ff_map.png
Scale bar: 50 um.
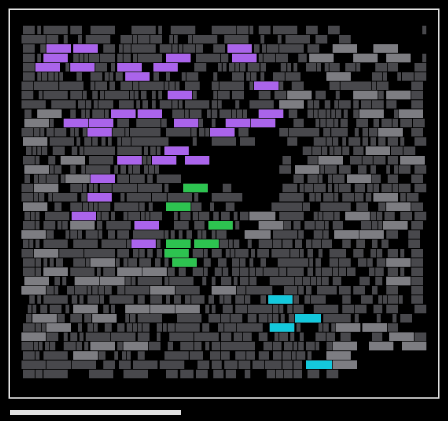
layers.png
Scale bar: 50 um. Two of the layers only.
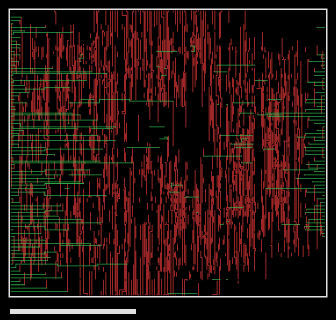
==> src/rtl/mem_dbus_ctrl.sv <==
// mem_dbus_ctrl: MEM-stage data-bus master with alignment checks, lane steering, timeout and flush handling
module mem_dbus_ctrl #(
  parameter int TIMEOUT = 64,
  parameter int EXC_W = 5
) (
  input  logic             cpu_clk_50M,
  input  logic             cpu_rst,
  input  logic             flush,
  input  logic [3:0]       mem_op,
  input  logic [31:0]      mem_addr,
  input  logic [31:0]      mem_din,
  input  logic [EXC_W-1:0] mem_exc_in,
  output logic             stallreq_mem,
  output logic [31:0]      mem_rdata,
  output logic             mem_done,
  output logic [EXC_W-1:0] mem_exc_out,
  output logic             dbus_req,
  output logic             dbus_we,
  output logic [31:0]      dbus_addr,
  output logic [3:0]       dbus_be,
  output logic [31:0]      dbus_wdata,
  input  logic             dbus_gnt,
  input  logic             dbus_rvalid,
  input  logic [31:0]      dbus_rdata
);
  localparam int CW = $clog2(TIMEOUT + 1);
  typedef enum logic [2:0] {IDLE, REQ, WAIT, DONE, DRAIN} state_t;
  state_t state, state_n;
  logic [3:0] op_q;
  logic [31:0] addr_q, din_q, rdata_q, lane, ext;
  logic [CW-1:0] cnt;
  logic [EXC_W-1:0] exc_q;
  logic drain_q, cur_ld, cur_st, cur_b, cur_h, cur_ok, aligned, start, tmo_fire;
  logic q_st, q_b, q_h, q_u;
  assign cur_ld = mem_op inside {4'd1, 4'd2, 4'd3, 4'd4, 4'd5};
  assign cur_st = mem_op inside {4'd9, 4'd10, 4'd11};
  assign cur_b = mem_op inside {4'd1, 4'd2, 4'd9};
  assign cur_h = mem_op inside {4'd3, 4'd4, 4'd10};
  assign cur_ok = cur_ld | cur_st;
  assign aligned = cur_b | (cur_h & ~mem_addr[0]) | (mem_addr[1:0] == 2'b00);
  assign start = cur_ok & (mem_exc_in == '0) & aligned & ~flush;
  assign q_st = op_q inside {4'd9, 4'd10, 4'd11};
  assign q_b = op_q inside {4'd1, 4'd2, 4'd9};
  assign q_h = op_q inside {4'd3, 4'd4, 4'd10};
  assign q_u = op_q inside {4'd2, 4'd4};
  assign lane = dbus_rdata >> {addr_q[1:0], 3'b000};
  assign ext = q_b ? {{24{~q_u & lane[7]}}, lane[7:0]} :
               q_h ? {{16{~q_u & lane[15]}}, lane[15:0]} : dbus_rdata;
  // State register
  always_ff @(posedge cpu_clk_50M)
    state <= cpu_rst ? IDLE : state_n;
  // Next state and control outputs; a bus response always beats the timeout in the same cycle
  always_comb begin
    state_n = state;
    tmo_fire = (cnt == CW'(TIMEOUT - 1)) & ~flush &
               (((state == REQ) & ~dbus_gnt) | ((state == WAIT) & ~dbus_rvalid));
    stallreq_mem = ((state == IDLE) & start) | (state == REQ) | (state == WAIT) | ((state == DRAIN) & cur_ok);
    mem_done = state == DONE;
    dbus_req = state == REQ;
    case (state)
      IDLE:  state_n = start ? REQ : IDLE;
      REQ:   state_n = dbus_gnt ? (flush ? (q_st ? IDLE : DRAIN) : (q_st ? DONE : WAIT)) :
                       flush ? IDLE : tmo_fire ? DONE : REQ;
      WAIT:  state_n = flush ? (dbus_rvalid ? IDLE : DRAIN) : (dbus_rvalid | tmo_fire) ? DONE : WAIT;
      DONE:  state_n = drain_q ? DRAIN : IDLE;
      DRAIN: state_n = dbus_rvalid ? IDLE : DRAIN;
      default: state_n = IDLE;
    endcase
  end
  // Latch the op at start, count REQ/WAIT cycles, capture load data and the completion exception
  always_ff @(posedge cpu_clk_50M)
    if (cpu_rst) begin
      op_q <= '0;
      addr_q <= '0;
      din_q <= '0;
      rdata_q <= '0;
      exc_q <= '0;
      drain_q <= 1'b0;
      cnt <= '0;
    end else begin
      cnt <= (state == REQ || state == WAIT) ? cnt + 1'b1 : '0;
      if (state == IDLE && start) begin
        op_q <= mem_op;
        addr_q <= mem_addr;
        din_q <= mem_din;
        rdata_q <= '0;
        exc_q <= '0;
        drain_q <= 1'b0;
      end
      if (state == WAIT && dbus_rvalid && !flush) rdata_q <= ext;
      if (tmo_fire) begin
        exc_q <= EXC_W'(7);
        drain_q <= state == WAIT;
      end
    end
  assign mem_rdata = rdata_q;
  assign mem_exc_out = (mem_exc_in != '0) ? mem_exc_in :
                       (state == DONE) ? exc_q :
                       ((state == IDLE) & cur_ok & ~aligned & ~flush) ? (cur_st ? EXC_W'(5) : EXC_W'(4)) : '0;
  assign dbus_we = dbus_req & q_st;
  assign dbus_addr = dbus_req ? {addr_q[31:2], 2'b00} : '0;
  assign dbus_be = ~dbus_req ? 4'b0000 :
                   (q_st & q_b) ? 4'b0001 << addr_q[1:0] :
                   (q_st & q_h) ? (addr_q[1] ? 4'b1100 : 4'b0011) : 4'b1111;
  assign dbus_wdata = ~dbus_we ? '0 : q_b ? {4{din_q[7:0]}} : q_h ? {2{din_q[15:0]}} : din_q;
endmodule

==> config.mk <==
export PLATFORM = sky130hd
export DESIGN_NAME = mem_dbus_ctrl
export DESIGN_NICKNAME = d
export VERILOG_FILES = /design/src/rtl/mem_dbus_ctrl.sv
export SDC_FILE = /design/constraint.sdc
export NUM_CORES = 1
export LEC_CHECK = 0
export CORE_ASPECT_RATIO = 0.9
export CORE_MARGIN = 3
export CORE_UTILIZATION = 44
export DETAILED_ROUTE_END_ITERATION = 7
export PLACE_DENSITY = 0.81
export REMOVE_ABC_BUFFERS = 1
export SYNTH_ARGS = -nofsm -noshare
export SYNTH_HDL_FRONTEND = slang
export SYNTH_SLANG_ARGS = --single-unit
==> constraint.sdc <==
create_clock -name cpu_clk_50M -period 3 [get_ports cpu_clk_50M]
set_clock_uncertainty 0.1 [all_clocks]
set_input_delay 0.6 -clock cpu_clk_50M [delete_from_list [all_inputs] [get_ports cpu_clk_50M]]
set_output_delay 0.6 -clock cpu_clk_50M [all_outputs]
set_load 0.05 [all_outputs]
==> out/qor.yml <==
path_class: "primary input to primary output"
synth.top_cells.by_area: "dfxtp_1, nand2_1, a21oi_1, o2bb2ai_1, nor2_1"
worst_path_required_ns: 2.30
finalClockPeriodUsage_pct: 101
combGateArea_um2: 3280
synth-async-reset-ratio_pct: 0
postRouteAntennaNets: 0
port_buffers: 216
worst-slew-pin-transition_ns: 1.16
top_cells_by_count: "nand2_1, dfxtp_1, a21oi_1"
final_area_um2: 9270
die_width_um: 125
power.leakage_nw: 3.37
synth_area_leader: "dfxtp_1"
route.detailed.wl_per_inst_um: 17.1
synth_seq_share_pct: 39.8
grt_pass1_wl_um: 30300
pre_cts_ws_ns: -0.484
fmax_mhz: 330
cts-htree-levels: 3
detailroute.via_count: 6059
grt-ovfl-total: 0
crit_buf_inv: 2
initCoreUtil_pct: 45.9
grt_setup_unrepaired: "true"
cts_tree: "yes"
timing.max_slew.rel_slack_pct: 22.8
instances_no_fill: 1120
fin_ws_ns: -0.0309
top_cell_area_share_pct: 39.8
tool_warnings: 27
setup.worst_path.start_class: "primary input"
cts_buffers: 9
setup_viol: 1
seq_area_um2: 2250
grt_start_max_net_pins: 65
gp_routability_congestion: 0.821
synth.most_common_cell: "nand2_1"
placedInstanceArea_um2: 8760
detail_route.iter0.violations: 327
crit_chain: "buf_6, or4_4, or2_4, a211o_1, nor4_4, a211o_1, buf_12"
grt_antenna_before_repair: 1
synth_stat.cells: 746
clock_tree.buffer_depth: 2
status: "complete, but fails checks"
floorplan.core_area_um2: 12300
ff_type: "dfxtp_1"
max_stage_delay_ns: 0.52
synth_area_per_cell_um2: 7.54
final_layout_size_suffix_gt1_share_pct: 18.5
drt_drc_violations_left: 0
num-fill-cells: 902
most_used_cell_along_the_critical_path: "a211o_1"
ys_warn_count: 0
design.final.nets: 1066
timing_max_transition_violations_final: 0
family_with_the_most_delay_on_the_worst_path: "simple AND/OR/NAND/NOR gates"
peak_supply_drop_v: 0.000309
synthCells: 746
cts-root-buf: "clkbuf_16"
clock_sink_count: 112
cap_viol_max_count: 0
fin_crit_ns: 3.03
std_cell_rows: 38
post_synthesis_cell_area_um2: 5630
synth_cell_type_count: 56
worstSkewPairLatency_ns: 0.34
routed_wirelength_um: 19100
synth_flops: 112
worstPathArrival_ns: 2.33
critical_path.max_fanout: 2
flip_flops_with_a_built_in_enable: 0
placed_cells: 1099
violations: "setup timing"
flow.area_growth_from_synthesis_pct: 64.7
grt_use_total_pct: 25.9
drtPass1Iterations: 5
first_global_vias: 5998
finalHoldViolCount: 0
yosys-stat-area_um2: 5630
die_height_um: 113
place.detailed.hpwl_um: 13500
power_density_normalized_to_cell_area_nw_per_um2: 326
hp_class: "flip-flop to flip-flop"
clk_transition_reported_paths_ns: 0.07
io-pin-count: 219
finalHoldWorstSlack_ns: 0.347
end_kind: "primary output"
timing.critical_path.slowest_stage_cell: "or4_4"
viasPerCell: 5.41
floorplan.die_area_um2: 14200
About ff_map.png:
legend:
  green:
    signal: `cnt`
    placed_flops: 7
    where: middle
  cyan:
    signal: `op_q`
    placed_flops: 4
  purple:
    signal: `din_q`
    placed_flops: 32
not coloured: 69

About layers.png:
legend:
  green:
    layer: M3
    wire_length: 1840 um
  red:
    layer: M2
    wire_length: 9340 um

[stage by stage]
step	power, mW	setup TNS, ns	util [%]
2_1_floorplan	1.58	-216.95	-
3_3_place_gp	1.80	-7.13	71.4
3_5_place_dp	1.80	-12.60	71.4
4_1_cts	3.03	-0.196	74.7
5_1_grt	3.12	-0.140	75.5
6_report	3.02	-0.0309	75.5
[what timing repair did]
item / CTS / global route
hold buffers: 0 / 0
pin swaps: 9 / 5
setup buffers: 3 / 1
endpoints found under the setup margin: 20 / 47
gates resized: 38 / 23
cloned: 0 / 1
[final timing paths]
kind / startpoint / endpoint / slack, ns / depth (start not counted)
min: addr_q[26]$_SDFFE_PP0P_ / addr_q[26]$_SDFFE_PP0P_ / 0.35 / 2
min reg2reg: addr_q[26]$_SDFFE_PP0P_ / addr_q[26]$_SDFFE_PP0P_ / 0.35 / 2
max reg2reg: state[2]$_SDFF_PP0_ / addr_q[24]$_SDFFE_PP0P_ / 0.53 / 8
max: mem_exc_in[3] / mem_exc_out[0] / -0.03 / 7
[worst reg2reg max path, delay by kind of cell, from the launching register on]
kind                   cells  cell delay (ns)
AOI/OAI and AO/OA          3             0.58
DFF                        1             0.37
and+or+nand+nor            2             0.66
buffers and inverters      3             0.67
[logic make-up (layout without fill, tap and decap cells)]
group	after synthesis	in the layout	share of synthesized area, %
AND-OR/OR-AND	210	211	23.2
multiplexers	21	21	3.96
adder cells (fa/ha/maj)	1	1	0.222
buffers and inverters	71	282	5.56
other	1	3	0.0666
AND/OR/NAND/NOR	324	324	26.2
XOR/XNOR	6	6	0.934
flip-flops	112	112	39.8
[placed cells by master, fill, tap and decap left out, types with 13 or more instances in the layout]
cell type	synthesis	final
a21oi_1	105	102
nor2_1	62	61
o21ai_0	28	28
nand2_1	170	170
dfxtp_1	112	108
buf_4	9	40
nand2b_1	14	13
o2bb2ai_1	30	30
clkdlybuf4s50_1	0	133
buf_12	0	73
and2_1	31	31
mux2i_1	20	20
[layout make-up]
cell class / count / area share [%]
Clock inverter: 4 / 0.567
Multi-Input combinational cell: 565 / 35.4
Inverter: 9 / 0.365
Tap cell: 160 / 2.16
Sequential cell: 112 / 24.3
Antenna cell: 1 / 0.0270
Timing Repair Buffer: 258 / 34.5
Clock buffer: 11 / 2.73
[power by group]
| part | switching [mW] | internal [mW] | total (mW) | leakage [nW] |
|---|---|---|---|---|
| logic | 0.121 | 0.173 | 0.294 | 2.32 |
| registers | 0.00164 | 1.49 | 1.49 | 0.904 |
| clock network | 0.541 | 0.693 | 1.23 | 0.152 |
[per-layer routing]
metal	up-vias	routed length [um]	track usage [%]
met3	23	1840	10.9
met5	-	0	0
met4	0	261	6.00
met2	216	9340	44.5
li1	2962	-	-
met1	2858	7680	30.4
[registers in the layout, indices dropped and copies added, names as in the netlist]
signal,flops
addr_q,32
op_q,4
drain_q,1
mem_rdata,32
cnt,7
state,3
exc_q,1
din_q,32
No activity file was given, so power comes from the tool's default toggle rates.
